==> config.mk <==
export PLATFORM = sky130hd
export DESIGN_NAME = key_press_classifier
export DESIGN_NICKNAME = d
export VERILOG_FILES = /design/src/rtl/key_press_classifier.sv
export SDC_FILE = /design/constraint.sdc
export NUM_CORES = 1
export LEC_CHECK = 0
export CAP_MARGIN = 15
export CORE_MARGIN = 1
export CORE_UTILIZATION = 31
export CTS_CLUSTER_SIZE = 10
export DETAILED_ROUTE_END_ITERATION = 10
export PLACE_DENSITY = 0.44
export SETUP_SLACK_MARGIN = 0.1
export SLEW_MARGIN = 20
export SYNTH_ARGS = -nofsm -noshare
export SYNTH_HDL_FRONTEND = slang
export SYNTH_SLANG_ARGS = --single-unit
==> constraint.sdc <==
create_clock -name CLOCK_50 -period 5.4 [get_ports CLOCK_50]
set_clock_uncertainty 0.05 [all_clocks]
set_input_delay 1.08 -clock CLOCK_50 [delete_from_list [all_inputs] [get_ports CLOCK_50]]
set_output_delay 1.08 -clock CLOCK_50 [all_outputs]
set_load 0.02 [all_outputs]
**M3 wires**

(2 px per um) Cells faint in the background.
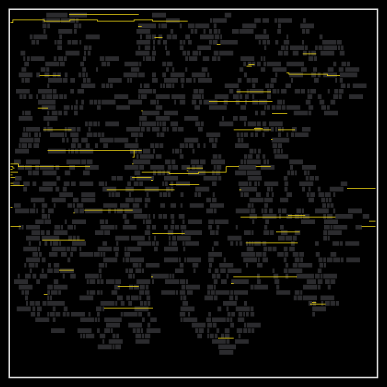
- main direction: horizontal
- wire length on this layer: 801 um
- share of all routed wire: 3.5%
- nets with wire on the layer: 37
drt total wl: 22.76 mm
via count: 8,413

**Cells colored by class**

(1.5 px per um)
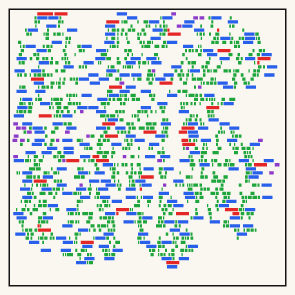
- clock drivers and dummy loads: red (cells 37)
- remaining buffers and delay cells: purple (cells 28)
- combinational and other logic: green (cells 914)
- sequential cells: blue (cells 212)
Site Rows: 66
Core ar.: 32,450 um^2
Final Util: 35.31%
flop share of the area: 37.03%

**Clock network drawn from the DEF**

(2 px per um)
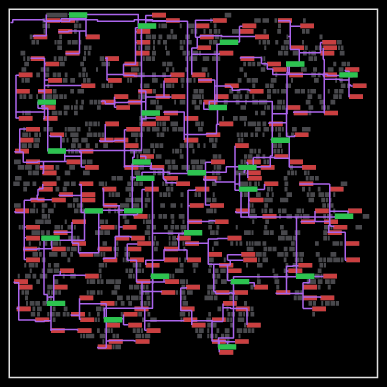
- clock wires: purple (length 3,170 um)
- clock drivers: green (count 26)
- flip-flops: red (count 212)
- routed clock nets: 27
worst skew pair latency: 530 ps
P_clk: 1.60 mW
clock power share: 49.8%

==> out/metrics.csv <==
metric,value,unit
status,"complete, no violations",
startpoint_type,flip-flop,
finalClockPeriodUsage,55.00,%
async_flop_share,0,%
htreeDepth,1,
synth_area,10200,um^2
dpl_cell_area,10700,um^2
port_buffers,18,
slowest_stage,clkdlybuf4s50_1,
reg2reg_depth,4,
path_depth,1,
synthCells,1196,
place_congestion,0.7176,
max_freq,336.7,MHz
design_area,11460,um^2
routed_via_density,5.152,
totalNegativeSetupSlack,0,ps
edf_count,0,
ys_seq_share,41.60,%
wire_per_inst,13.94,um
cts_made_buffers,26,
cp_max_fo,10,
postCtsSetupBuffers,0,
cp.arrival,1840,ps
max_stage_delay,780,ps
grt_setup_unrepaired,no,
top_cell,dfxtp_1,
tightest_slew,760.2,ps
dp_hpwl,15.14,mm
grt_antenna_before_repair,0,
ff_type,dfxtp_1,
cts_root_buf,clkbuf_16,
diodes,0,
powerDensity,279.7,nW/um^2
dieArea,33640,um^2
drtAntennaViolNets,0,
die_w,183.4,um
hold_violations,0,
min_path_type,flip-flop to flip-flop,
finalNetCount,1201,
whs_path_depth,1,
path_cells,clkdlybuf4s50_1,
warnings,30,
ys_cells,1196,
grt-ovfl-total,0,
synthTopCellsByCount,"212 x dfxtp_1, 99 x nor2_1, 97 x a21oi_1, 87 x nand2_1, 56 x nand4_1",
finalMaxSlewViolations,0,
yosysTopAreaCell,dfxtp_1,
ys_ff,212,
cts_tree,done,
cts.reportedPaths.clkPinSlew,50,ps
drt_iter0_drc,402,
drcViolationCount,0,
ios,19,
die_h,183.4,um
grt_use_total,13.73,%
synth_top_area_share,41.60,%
r2r_slack,3070,ps
endpoint_kind,output pin,
grt_max_degree,24,
finalPower,3.205,mW
crit_required,4270,ps
grt_pass1_wl,39.25,mm
ys_chip_area,10200,um^2
grt_pass1_vias,7830,
drive_gt1_share,6.801,%
crit_type,flip-flop to output pin,
fp_util,31.44,%
relSlewSlack,49.32,%
clockBufferDepth,3,
area_growth,12.32,%
critical-path-top-delay-family,buffers and inverters,
power_leakage,3.303,nW
avgSynthCellArea,8.530,um^2
largest_reg_flops,104,
cts.repair.resized,0,
fp_nets,1215,
critPathBufInv,1,
maxCapViolCount,0,
ir_drop,0.0002161,V
min_period,2970,ps
drt_pass1_iterations,5,
area_leaders,"dfxtp_1 42%, a21oi_1 4.8%, nor2_1 3.6%",
cts_num_sinks,212,
yosys_warnings,0,
setup_viol,0,
synthDistinctLibCells,58,
ctsHoldBuffers,0,
==> cell families after synthesis <==
family                   after synthesis  synth area share [%]
AND-OR/OR-AND                        213                 12.28
multiplexers                          11                 1.165
adder cells (fa/ha/maj)               12                 1.472
AND/OR/NAND/NOR                      576                 32.94
flip-flops                           212                 41.60
buffers and inverters                 99                 4.280
XOR/XNOR                              73                 6.267
==> layout make-up <==
type / instances / area [um^2]
clock buffers: 34 / 710.7
inverters: 29 / 108.9
repair buffers: 28 / 255.2
clock inverters: 3 / 51.30
well taps: 442 / 553.0
multi-input cells: 885 / 5537
flip-flops and latches: 212 / 4244
fillers: 3374 / 20990
==> metrics by stage <==
stage                     setup WS [ps]  hold slack [ps]  cells
after floorplan                    3096            339.5   1196
after global placement             2233            348.8   1596
after detailed placement           2180            346.1   1596
after CTS                          2380            359.1   1633
after global routing               2314            368.1   1633
final                              2430            356.6   1633
==> where the power goes <==
group / internal, mW / switching [mW] / total, mW / leakage (nW)
sequential: 1.57 / 0.00173 / 1.57 / 1.71
clock: 0.954 / 0.643 / 1.60 / 0.373
combinational: 0.0123 / 0.0256 / 0.0380 / 1.22
==> metal layers <==
layer | routed length [um] | GRT usage [%] | share of wire (%) | vias up
li1 | - | - | - | 4374
met3 | 800 | 2.239 | 3.5 | 33
met2 | 10110 | 22.00 | 44 | 88
met1 | 11410 | 19.16 | 50 | 3918
met5 | 0 | 0 | 0 | -
met4 | 442 | 3.267 | 1.9 | 0
==> placed cells by master, fill, tap and decap left out, types with 38 or more instances in the layout <==
cell type / synthesis / routed
a21oi_1: 97 / 97
nand4_1: 56 / 56
dfxtp_1: 212 / 212
o31ai_1: 43 / 41
or4_1: 44 / 44
or3_1: 40 / 40
xor2_1: 38 / 38
nand2_1: 87 / 87
nand3_1: 54 / 54
o21ai_0: 42 / 42
nor2_1: 99 / 99
==> worst reg2reg max path, stage by stage (launching register included) <==
cell,delay (ps)
dfxtp_1,500
nand2b_1,480
or4_1,680
or4_1,410
a21oi_1,150
Power figures rest on the tool's default switching activity, not on a simulated workload.
